--- src/rtl/apb_regfile_pkg.sv ---
// Shared types and helpers for the parametrised APB register file.
// Imported by the top level and by the per-register slice.
package apb_regfile_pkg;

    typedef enum logic [1:0] {
        IDLE,
        SETUP,
        ACCESS
    } apb_state_e;

    // Widest register the byte-merge helper supports; callers extend and truncate.
    localparam int MAX_DATA_WIDTH = 512;
    localparam int MAX_BYTES      = MAX_DATA_WIDTH / 8;

    typedef logic [MAX_DATA_WIDTH-1:0] word_t;
    typedef logic [MAX_BYTES-1:0]      strb_t;

    function automatic int byte_count(input int data_width);
        return data_width / 8;
    endfunction

    // Counter must hold values 0..wait_states inclusive.
    function automatic int cnt_width(input int wait_states);
        return (wait_states < 1) ? 1 : $clog2(wait_states + 1);
    endfunction

    function automatic word_t byte_merge(input word_t old_val, input word_t new_val,
                                         input strb_t strb);
        word_t res;
        res = old_val;
        for (int b = 0; b < MAX_BYTES; b++) begin
            if (strb[b]) res[b*8 +: 8] = new_val[b*8 +: 8];
        end
        return res;
    endfunction

endpackage

--- src/rtl/apb_rf_reg.sv ---
// One register slice: reset value, hardware d/en load, and byte-strobed APB
// commit where strobed bytes take bus data and unstrobed bytes follow hardware.
module apb_rf_reg
    import apb_regfile_pkg::*;
#(
    parameter int                    DATA_WIDTH  = 32,
    parameter logic [DATA_WIDTH-1:0] RESET_VALUE = '0
) (
    input  logic                    clk,
    input  logic                    rst,
    input  logic [DATA_WIDTH-1:0]   hw_d,
    input  logic                    hw_en,
    input  logic                    apb_we,
    input  logic [DATA_WIDTH-1:0]   apb_wdata,
    input  logic [DATA_WIDTH/8-1:0] apb_strb,
    output logic [DATA_WIDTH-1:0]   q
);

    logic [DATA_WIDTH-1:0] base;
    logic [DATA_WIDTH-1:0] merged;
    logic [DATA_WIDTH-1:0] next_q;

    // NOTE: every always_comb output gets a value on every path, so no latch is inferred.
    always_comb begin
        base   = hw_en ? hw_d : q;
        merged = DATA_WIDTH'(byte_merge(word_t'(base), word_t'(apb_wdata), strb_t'(apb_strb)));
        next_q = apb_we ? merged : base;
    end

    // NOTE: this is a control register, not a RAM array, so it takes an async reset value.
    always_ff @(posedge clk or posedge rst) begin
        if (rst) begin
            q <= RESET_VALUE;
        end else begin
            q <= next_q;
        end
    end

endmodule

--- src/rtl/apb_regfile_param.sv ---
// Parametrised APB3 register file: transfer FSM with programmable wait states,
// address decode, error response, read mux and per-register write pulses.
module apb_regfile_param
    import apb_regfile_pkg::*;
#(
    parameter int                             NUM_REGS    = 4,
    parameter int                             DATA_WIDTH  = 32,
    parameter int                             ADDR_WIDTH  = 2,
    parameter int                             WAIT_STATES = 0,
    parameter logic [NUM_REGS-1:0]            RO_MASK     = '0,
    parameter logic [NUM_REGS*DATA_WIDTH-1:0] RESET_VALUE = '0
) (
    input  logic                           apb_PCLK,
    input  logic                           apb_PRESET,
    input  logic [ADDR_WIDTH-1:0]          apb_PADDR,
    input  logic                           apb_PSEL,
    input  logic                           apb_PENABLE,
    input  logic                           apb_PWRITE,
    input  logic [DATA_WIDTH-1:0]          apb_PWDATA,
    input  logic [DATA_WIDTH/8-1:0]        apb_PSTRB,
    input  logic [2:0]                     apb_PPROT,
    output logic [DATA_WIDTH-1:0]          apb_PRDATA,
    output logic                           apb_PREADY,
    output logic                           apb_PSLVERR,
    input  logic [NUM_REGS*DATA_WIDTH-1:0] reg_d,
    input  logic [NUM_REGS-1:0]            reg_en,
    output logic [NUM_REGS*DATA_WIDTH-1:0] reg_q,
    output logic [NUM_REGS-1:0]            reg_wr_pulse
);

    localparam int CNT_W     = cnt_width(WAIT_STATES);
    localparam int NUM_BYTES = byte_count(DATA_WIDTH);

    apb_state_e            state;
    logic [CNT_W-1:0]      wait_cnt;
    logic [NUM_REGS-1:0]   addr_sel;
    logic [DATA_WIDTH-1:0] rd_word;
    logic                  err;
    logic                  commit;
    logic                  unused_pprot;

    assign unused_pprot = ^apb_PPROT;

    // An address with no matching register decodes to an empty select vector.
    always_comb begin
        addr_sel = '0;
        rd_word  = '0;
        for (int i = 0; i < NUM_REGS; i++) begin
            addr_sel[i] = (int'(apb_PADDR) == i);
            if (addr_sel[i]) rd_word = reg_q[i*DATA_WIDTH +: DATA_WIDTH];
        end
    end

    assign err = ~|addr_sel | (apb_PWRITE & |(addr_sel & RO_MASK));

    // Deselecting the slave mid-access withdraws the response as well as the commit.
    assign apb_PREADY   = (state == ACCESS) && (wait_cnt == CNT_W'(WAIT_STATES)) && apb_PSEL;
    assign apb_PSLVERR  = apb_PREADY & err;
    assign commit       = apb_PREADY & apb_PENABLE & apb_PWRITE & ~err;
    assign apb_PRDATA   = (apb_PREADY & ~apb_PWRITE & ~err) ? rd_word : '0;
    assign reg_wr_pulse = commit ? addr_sel : '0;

    // NOTE: sequential state uses non-blocking assignments so every flop samples pre-edge values.
    always_ff @(posedge apb_PCLK or posedge apb_PRESET) begin
        if (apb_PRESET) begin
            state    <= IDLE;
            wait_cnt <= '0;
        end else begin
            unique case (state)
                IDLE: begin
                    if (apb_PSEL && !apb_PENABLE) state <= SETUP;
                end
                SETUP: begin
                    if (!apb_PSEL) begin
                        state <= IDLE;
                    end else if (apb_PENABLE) begin
                        state    <= ACCESS;
                        wait_cnt <= '0;
                    end
                end
                ACCESS: begin
                    if (!apb_PSEL) begin
                        state <= IDLE;
                    end else if (apb_PREADY) begin
                        state <= (apb_PSEL && !apb_PENABLE) ? SETUP : IDLE;
                    end else begin
                        wait_cnt <= wait_cnt + CNT_W'(1);
                    end
                end
                default: state <= IDLE;
            endcase
        end
    end

    for (genvar i = 0; i < NUM_REGS; i++) begin : g_reg
        apb_rf_reg #(
            .DATA_WIDTH  (DATA_WIDTH),
            .RESET_VALUE (RESET_VALUE[i*DATA_WIDTH +: DATA_WIDTH])
        ) u_reg (
            .clk       (apb_PCLK),
            .rst       (apb_PRESET),
            .hw_d      (reg_d[i*DATA_WIDTH +: DATA_WIDTH]),
            .hw_en     (reg_en[i]),
            .apb_we    (commit & addr_sel[i]),
            .apb_wdata (apb_PWDATA),
            .apb_strb  (apb_PSTRB[NUM_BYTES-1:0]),
            .q         (reg_q[i*DATA_WIDTH +: DATA_WIDTH])
        );
    end

endmodule
--- config.mk ---
export PLATFORM = sky130hd
export DESIGN_NAME = apb_regfile_param
export DESIGN_NICKNAME = d
export VERILOG_FILES = /design/src/rtl/apb_regfile_pkg.sv /design/src/rtl/apb_rf_reg.sv /design/src/rtl/apb_regfile_param.sv
export SDC_FILE = /design/constraint.sdc
export NUM_CORES = 1
export LEC_CHECK = 0
export ABC_CLOCK_PERIOD_IN_PS = 8700
export CORE_MARGIN = 1
export CORE_UTILIZATION = 31
export CTS_BUF_LIST = sky130_fd_sc_hd__clkbuf_8
export DETAILED_ROUTE_END_ITERATION = 10
export GPL_TIMING_DRIVEN = 0
export PLACE_DENSITY = 0.7
export SETUP_SLACK_MARGIN = 0.5
export SYNTH_ARGS = -nofsm -noshare
export SYNTH_HDL_FRONTEND = slang
export SYNTH_SLANG_ARGS = --single-unit
--- constraint.sdc ---
create_clock -name apb_PCLK -period 8.7 [get_ports apb_PCLK]
set_input_delay 2.175 -clock apb_PCLK [delete_from_list [all_inputs] [get_ports apb_PCLK]]
set_output_delay 2.175 -clock apb_PCLK [all_outputs]
set_load 0.005 [all_outputs]
run_1/cell_density.png
Drawn at 1.5 px/micron. The die is cut into 16 by 16 equal tiles; dark purple is low, yellow is high, 0 to 100% covered.
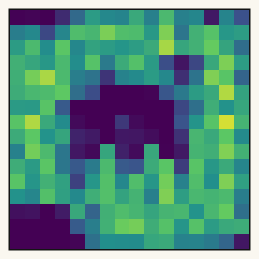
7.4% of the tiles are over 75% full. The fullest tile reaches 94%. The mean over all tiles is 45%.
Final Util: 48.8%
Core Area: 24300 sq um
fp util: 31.6%

run_1/io_fan.png
Drawn at 2 px/micron.
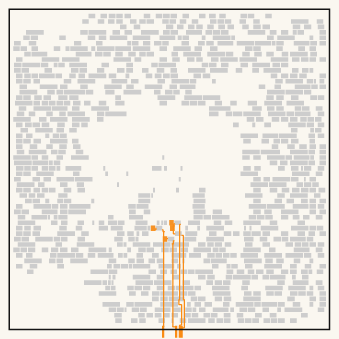
reg_wr_pulse: marked orange, bits 4, direction output, end cells 4, wire 210 microns.
I/O Buffers: 333
I/O pin count: 344

==> impl_metrics.py, run 1 <==
# Auto-generated metrics
metrics = {
    "run_status": {
        "status": "completed",
    },
    "power_and_ir_drop": {
        "combPwrFrac_pct": 25.3,
        "p_leak_nw": 4.54,
        "clkPwrFrac_pct": 33.1,
    },
    "place": {
        "dpl-instance-area_sq_um": 11500,
        "hpwl_microns": 20200,
    },
    "logic_synthesis": {
        "ys_sh_simple_pct": 7.41,
        "ys_ff": 131,
        "ys_top_logic_family": "multiplexers",
        "xor_share_pct": 0,
        "ys_async_sr_fraction_pct": 100,
        "ff_type": "dfrtp_1",
        "synth.largest_area_cell": "dfrtp_1",
        "top_cell_area_share_pct": 42.7,
        "synthesis.nets": 700,
    },
    "final_layout": {
        "register_area_sq_um": 3280,
        "layout-drive-gt1-share_pct": 36.5,
    },
    "grt": {
        "grt_overflow_total": 0,
        "track_usage_pct": 21.7,
        "antenna_found_initial": 2,
    },
    "floorplanning": {
        "chip_area_sq_um": 25400,
        "chipWidth_microns": 159,
    },
    "critical_path": {
        "r2r-end": "g_reg[3].u_reg.q[15]",
        "rrSetupSlack_ps": 6980,
        "crit_type": "input pin to primary output",
        "cp_max_fo": 10,
    },
    "clocking": {
        "ctsResizeCount": 0,
        "cts_buffers": 17,
        "ctsHoldBuffers": 0,
    },
    "min_path": {
        "hold_path_class": "flop to flop",
    },
    "timing": {
        "setup_violations": 0,
        "rsz0062_at_grt": "no",
        "maxSlewHeadroom_pct": 44.1,
    },
    "drt": {
        "first_pass_iters": 4,
        "wl_microns": 27000,
        "vias_per_cell": 4.89,
    },
    "flow_run": {
        "warning_count": 29,
    },
}
run_1/clocks.png
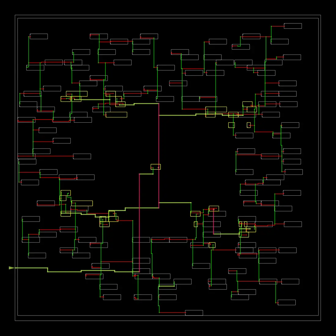
final setup skew: 11.9 ps
sequential cells: 131
clock distribution power: 0.571 mW
CTS sink cnt: 131

## run 1: area by class of cell
cell class / instances / share of cell area, %
clock buffer: 17 / 1.97
timing repair buffer: 334 / 28.3
buffer: 35 / 1.63
clock inverter: 14 / 1.60
multi-input combinational: 354 / 35.4
antenna: 1 / 0.0211
sequential: 131 / 27.6
tap: 324 / 3.41
inverter: 2 / 0.105
## run 1: worst min path at each step
| stage | start | endpoint | slack, ps | cells past startpoint |
|---|---|---|---|---|
| after floorplan | wait_cnt | wait_cnt | 520 | 1 |
| after global placement | wait_cnt | wait_cnt | 540 | 1 |
| after detailed placement | wait_cnt | wait_cnt | 550 | 1 |
| after CTS | wait_cnt | wait_cnt | 560 | 1 |
| after global routing | wait_cnt | wait_cnt | 580 | 1 |
| final | wait_cnt | wait_cnt | 550 | 1 |
## run 1: cell usage in the layout (no fill, tap or decap), drive strengths merged, types with 5 or more instances in the layout
cell           count
buf               26
clkbuf            27
clkdlybuf4s50    333
clkinv             7
dfrtp            131
inv                5
mux2             256
mux4              32
nand3             16
nor2b             32
## run 1: power by group through the flow
stage / registers [mW] / logic [mW] / clock network [mW]
CTS: 0.719 / 0.443 / 0.592
finish: 0.718 / 0.437 / 0.571
global placement: 0.729 / 0.436 / 0
floorplan: 0.724 / 0.183 / 0
global route: 0.727 / 0.468 / 0.619
detailed placement: 0.731 / 0.441 / 0
## run 1: critical path, cell delays in order
cell and delay, ps:
clkdlybuf4s50_1 460, and4bb_1 220, buf_4 160, nand2b_1 220, clkbuf_1 570, nor2b_1 110, clkdlybuf4s50_1 540
## run 1: sequential cells by signal, indices dropped and copies added (netlist names)
| name | flops |
|---|---|
| state | 2 |
| g.u_reg.q | 128 |
| wait_cnt | 1 |
## run 1: layer usage
metal / global-route usage, % / wire length [microns]
met2: 37.3 / 13500
met1: 26.4 / 11300
met3: 6.98 / 1870
met4: 4.72 / 360
met5: 0 / 13
## run 1: metrics by stage
step                      hold WS [ps]  instances  setup WS (ps)  utilization, %  total power [mW]
after floorplan                    519        522           3030               -             0.907
after global routing               578       1212           1850            48.8              1.81
final                              552       1212           2060            48.8              1.73
after CTS                          559       1211           1970            48.8              1.75
after global placement             537       1179            694            47.0              1.17
after detailed placement           548       1180           1980            47.1              1.17
## run 1: cell families (layout without fill, tap and decap cells)
| family | after synthesis | in the layout |
|---|---|---|
| compound gates | 4 | 4 |
| simple gates | 61 | 61 |
| mux | 288 | 288 |
| other cells | 1 | 2 |
| buf+inv | 37 | 402 |
| flops | 131 | 131 |
==> run 2, diff against run 1 <==
- ABC_CLOCK_PERIOD_IN_PS: 8700 -> 6300
- clock period: 8.7 -> 6.3 ns (I/O delays scaled with it)
run_2/logic_types.png
Drawn at 3 px/micron.
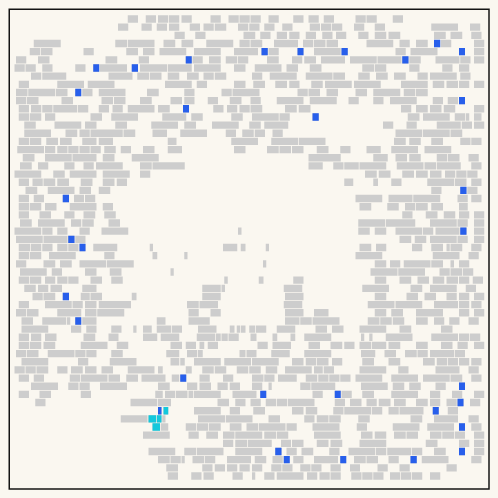
NOR gates: marked blue, cells 33, where all over the die. inverting AOI/OAI gates: marked cyan, cells 4.
Top cell excl fill/tap: clkdlybuf4s50_1
fin cells: 1212
combinational share of cell area: 35.4%

run_2/io_fan.png
Drawn at 2 px/micron.
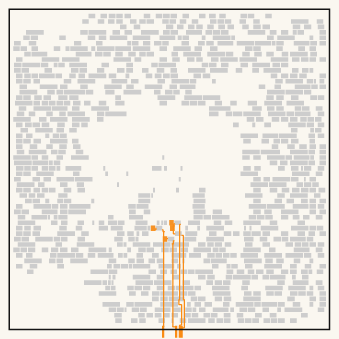
reg_wr_pulse: marked orange, bits 4, direction output, end cells 4, wire 210 microns.

==> run 2 against run 1 <==
Net effect: count of clock-buffer cells in the layout is the same; first-iteration DRC count is the same; sequential cell count is the same; design area is the same; global-route usage is the same; register-to-register slack lost 2400 ps; clock power grew 38%; worst hold slack is the same; sequential power grew 38%; synthesized cell count is the same; routed wire length is the same.
==> impl_metrics.py, run 2 <==
# Auto-generated metrics
metrics = {
    "clocking": {
        "cts_buffers": 17,
        "clk_latency_ps": 440,
        "htreeDepth": 4,
        "ctsHoldBuffers": 0,
        "clockBufferDepth": 2,
        "clk_pin_slew_worst_paths_ps": 70,
        "cts_setup_buffers": 0,
        "clkSinkCount": 131,
        "ctsResizeCount": 0,
    },
    "critical_path": {
        "crit_buf_inv": 4,
        "critPathMaxStageDelay_ps": 570,
        "crit_chain": "clkdlybuf4s50_1, and4bb_1, buf_4, nand2b_1, clkbuf_1, nor2b_1, clkdlybuf4s50_1",
        "slowest_stage": "clkbuf_1",
        "critical-path-top-delay-family": "buffers and inverters",
        "crit_path_end_kind": "primary output",
        "crit_type": "input pin to primary output",
        "cp-start-kind": "input pin",
        "crit_top_cell": "clkdlybuf4s50_1",
        "cp_max_fo": 10,
    },
    "drt": {
        "first_pass_iters": 4,
        "drcViolationCount": 0,
        "wl_microns": 27000,
        "vias_per_cell": 4.89,
        "postRouteAntennaNets": 0,
    },
    "floorplanning": {
        "chipWidth_microns": 159,
        "coreArea_sq_um": 24300,
        "chip_area_sq_um": 25400,
        "rows": 57,
        "ioPinCount": 344,
        "fp_util_pct": 31.6,
        "dieHeight_microns": 159,
    },
    "grt": {
        "grt_start_max_net_pins": 75,
        "grt_overflow_total": 0,
        "antenna_found_initial": 2,
        "track_usage_pct": 21.7,
        "grt_pass1_wl_microns": 41000,
        "grt_pass1_vias": 6391,
    },
    "logic_synthesis": {
        "ys_top_logic_family": "multiplexers",
        "ys_async_sr_fraction_pct": 100,
        "syn-mean-instance-area_sq_um": 14.7,
        "ys_sh_simple_pct": 7.41,
        "top_cells_by_count": "mux2_2 (225), dfrtp_1 (131), mux4_2 (32), nor2b_1 (32), mux2_1 (31)",
        "synth.largest_area_cell": "dfrtp_1",
        "ys_sh_adder_pct": 0,
        "xor_share_pct": 0,
        "ys_sh_aoi_pct": 0.326,
        "ff_type": "dfrtp_1",
        "ys_warn_count": 0,
        "most_common_cell": "mux2_2",
        "top_cell_area_share_pct": 42.7,
        "synth_cells": 522,
        "syn_area_sq_um": 7680,
        "synth-edff-count": 0,
        "area_leaders": "dfrtp_1 (43%), mux2_2 (33%), mux4_2 (9.4%), mux2_1 (4.5%), nand3_4 (3.2%)",
        "ys_ff": 131,
        "ys_cells": 522,
        "synthesis.nets": 700,
    },
    "place": {
        "dpl-instance-area_sq_um": 11500,
        "port_buffers": 333,
        "dp_slack_ps": 776,
        "hpwl_microns": 20200,
    },
    "timing": {
        "worstMarginPinSlew_ps": 838,
        "setup_ws_ps": 859,
        "period_used_pct": 86.4,
        "setup_violations": 0,
        "skew_ps": 11.9,
        "report.final.slew_viol_count": 0,
        "max_freq_mhz": 184,
        "period_needed_ps": 5440,
        "rsz0062_at_grt": "no",
        "hold_viol": 0,
        "maxSlewHeadroom_pct": 44.1,
        "setup_tns_ps": 0,
    },
    "final_layout": {
        "largest_register_ffs": 128,
        "layout-drive-gt1-share_pct": 36.5,
        "nets": 1053,
        "largestRegisters": "g.u_reg.q: 128 flops, state: 2 flops, wait_cnt: 1 flops",
        "top_register": "g.u_reg.q",
        "area_growth_pct": 54.7,
        "final_area_sq_um": 11900,
        "final_layout_top_logic_cells": "clkdlybuf4s50_1 (333), mux2_2 (225), dfrtp_1 (131)",
        "fill_cells": 2233,
    },
    "power_and_ir_drop": {
        "p_per_area_nw_per_um2": 201,
        "p_leak_nw": 4.54,
    },
    "run_status": {
        "status": "completed",
    },
    "flow_run": {
        "warning_count": 29,
        "maxCapViolations": 0,
    },
    "min_path": {
        "hold_path_class": "flop to flop",
    },
}
[run 2: per-stage QoR]
stage               hold WS [ps]  total power [mW]  instances  util, %
floorplan                    519              1.25        522        -
global placement             537              1.61       1179     47.0
detailed placement           548              1.62       1180     47.1
CTS                          559              2.42       1211     48.8
global route                 578              2.51       1212     48.8
finish                       552              2.38       1212     48.8
[run 2: worst paths after layout]
check                      startpoint                    to  slack [ps]  cells past startpoint
max reg2reg                  wait_cnt  g_reg[3].u_reg.q[15]        4580                      5
min reg2reg                  wait_cnt              wait_cnt         550                      1
min                          wait_cnt              wait_cnt         550                      1
max                          apb_PSEL        apb_PRDATA[13]         860                      7
max in group asynchronous  apb_PRESET   g_reg[0].u_reg.q[9]        3900                      3
min in group asynchronous  apb_PRESET  g_reg[1].u_reg.q[19]        1620                      2
[run 2: routing by layer]
metal / track usage [%] / wire (microns) / share of wire (%) / vias to the layer above
li1: - / - / - / 2673
met1: 26.4 / 11300 / 42 / 2979
met2: 37.3 / 13500 / 50 / 247
met3: 6.98 / 1870 / 6.9 / 25
met4: 4.72 / 360 / 1.3 / 2
met5: 0 / 13 / 0.048 / -
[run 2: cells by family (layout without fill, tap and decap cells)]
family / count (synthesis) / count (layout)
other cells: 1 / 2
simple gates: 61 / 61
compound gates: 4 / 4
flops: 131 / 131
buf+inv: 37 / 402
mux: 288 / 288
[run 2: final cells by class]
cell class / instances / area [sq um] / area share, %
buffer: 35 / 194 / 1.63
clock inverter: 14 / 190 / 1.60
clock buffer: 17 / 234 / 1.97
inverter: 2 / 12.5 / 0.105
timing repair buffer: 334 / 3360 / 28.3
antenna: 1 / 2.50 / 0.0211
sequential: 131 / 3280 / 27.6
multi-input combinational: 354 / 4200 / 35.4
tap: 324 / 405 / 3.41
[run 2: power by group]
group / leakage [nW] / total, mW / internal [mW] / switching (mW)
clock: 0.222 / 0.789 / 0.429 / 0.359
sequential: 1.54 / 0.992 / 0.924 / 0.0674
combinational: 2.78 / 0.603 / 0.418 / 0.185
total: 4.54 / 2.38 / 1.77 / 0.612
==> run 3, diff against run 2 <==
- ABC_CLOCK_PERIOD_IN_PS: 6300 -> 6450
- CORE_ASPECT_RATIO: default -> 1.75
- SLEW_MARGIN: default -> 20
- clock period: 6.3 -> 6.45 ns (I/O delays scaled with it)
run_3/io_fan.png
Drawn at 2 px/micron.
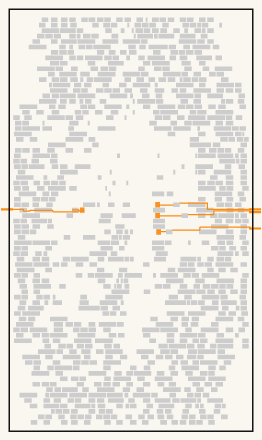
reg_wr_pulse: marked orange, bits 4, direction output, end cells 4, wire 178 microns.

run_3/cell_density.png
Drawn at 1.5 px/micron. The die is cut into 12 by 21 equal tiles; dark purple is low, yellow is high, 0 to 100% covered.
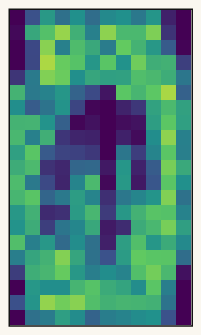
The mean over all tiles is 45%. 8.7% of the tiles are over 75% full. The emptiest ninth of the die: middle. The fullest tile reaches 87%.
Final Util: 49.2%
Core Area: 24100 sq um
fp util: 31.8%

==> run 3 against run 2 <==
Net effect: design area shrank 0.19%; critical path type unchanged; global-route usage rose by 0.61 points; count of clock-buffer cells in the layout up 4; via count shrank 1.3%; power shrank 3.2%.
==> impl_metrics.py, run 3 <==
# Auto-generated metrics
metrics = {
    "run_status": {
        "status": "completed",
    },
    "critical_path": {
        "critical-path-top-delay-family": "buffers and inverters",
        "crit_buf_inv": 4,
        "cp_max_fo": 10,
        "critPathMaxStageDelay_ps": 610,
    },
    "final_layout": {
        "diodes": 0,
        "layout-drive-gt1-share_pct": 36.7,
        "largestRegisters": "g.u_reg.q: 128 flops, state: 2 flops, wait_cnt: 1 flops",
        "final_area_sq_um": 11900,
    },
    "logic_synthesis": {
        "area_leaders": "dfrtp_1 (43%), mux2_2 (33%), mux4_2 (9.4%), mux2_1 (4.5%), nand3_4 (3.2%)",
        "ys_async_sr_fraction_pct": 100,
        "syn-mean-instance-area_sq_um": 14.7,
        "synthesis.nets": 700,
        "ys_warn_count": 0,
        "xor_share_pct": 0,
        "ys_top_logic_family": "multiplexers",
        "ys_sh_simple_pct": 7.41,
        "top_cell_area_share_pct": 42.7,
        "synth-edff-count": 0,
        "synth_cells": 522,
        "ff_type": "dfrtp_1",
        "most_common_cell": "mux2_2",
    },
    "drt": {
        "drt-met1-wl_microns": 10200,
        "top_layer": "met4",
        "dr_wl_met3_microns": 1460,
        "vias_per_cell": 4.89,
        "wl_met2_microns": 15100,
    },
    "flow_run": {
        "warning_count": 29,
    },
    "timing": {
        "hold_viol": 0,
        "period_used_pct": 86.1,
        "setup_ws_ps": 895,
        "maxSlewHeadroom_pct": 44.5,
        "max_freq_mhz": 180,
        "setup_tns_ps": 0,
    },
    "floorplanning": {
        "ioPinCount": 344,
        "chipWidth_microns": 121,
    },
    "place": {
        "dpl-instance-area_sq_um": 11400,
        "port_buffers": 333,
        "hpwl_microns": 21200,
    },
    "clocking": {
        "ctsResizeCount": 0,
        "cts_buffers": 17,
        "htreeDepth": 4,
    },
    "min_path": {
        "hold_path_class": "flop to flop",
    },
    "power_and_ir_drop": {
        "clkPwrFrac_pct": 32.4,
        "combPwrFrac_pct": 25.4,
        "p_sw_share_pct": 25.1,
    },
    "grt": {
        "grt_pass1_vias": 6362,
        "grt_overflow_total": 0,
    },
}
==> run 3: cell families (layout without fill, tap and decap cells) <==
group | after synthesis | count (layout)
compound gates | 4 | 4
buf+inv | 37 | 403
flops | 131 | 131
mux | 288 | 288
other cells | 1 | 1
simple gates | 61 | 61
==> run 3: power groups by stage <==
stage	clock network (mW)	registers [mW]	logic, mW
finish	0.748	0.974	0.586
global placement	0	0.987	0.581
detailed placement	0	0.991	0.590
floorplan	0	0.976	0.247
global route	0.809	0.985	0.627
CTS	0.773	0.975	0.593
==> run 3: routing by layer <==
metal	global-route usage (%)	vias to the layer above
li1	-	2666
met1	23.9	2933
met2	40.7	205
met3	5.47	47
met4	10.0	0
met5	0	-
==> run 3: final timing paths <==
path                            startpoint                    to  slack (ps)  cells past startpoint
worst min-delay path              wait_cnt              wait_cnt         560                      1
worst max-delay path              apb_PSEL        apb_PRDATA[13]         900                      7
worst max register to register    wait_cnt  g_reg[2].u_reg.q[13]        4770                      5
worst min register to register    wait_cnt              wait_cnt         560                      1
min in group asynchronous       apb_PRESET  g_reg[2].u_reg.q[18]        1510                      2
max in group asynchronous       apb_PRESET  g_reg[1].u_reg.q[31]        4140                      3
==> run 3: layout make-up <==
type | instances | area, sq um
clock inverter | 11 | 133
inverter | 2 | 15.0
multi-input combinational | 354 | 4200
timing repair buffer | 334 | 3360
fill | 2183 | 12300
tap | 308 | 385
buffer | 35 | 194
clock buffer | 21 | 289
sequential | 131 | 3280
==> run 3: worst register-to-register path, stage by stage, from the launching register on <==
cell,delay (ps)
dfrtp_1,400
and4bb_1,270
buf_4,160
buf_12,180
nand3_4,190
mux2_1,370
==> run 3: through the flow <==
step	util (%)	cells	power, mW
6_report	49.2	1196	2.31
5_1_grt	49.2	1196	2.42
4_1_cts	49.2	1196	2.34
3_5_place_dp	47.4	1164	1.58
3_3_place_gp	47.3	1163	1.57
2_1_floorplan	-	522	1.22
No activity file was given, so power comes from the tool's default toggle rates.
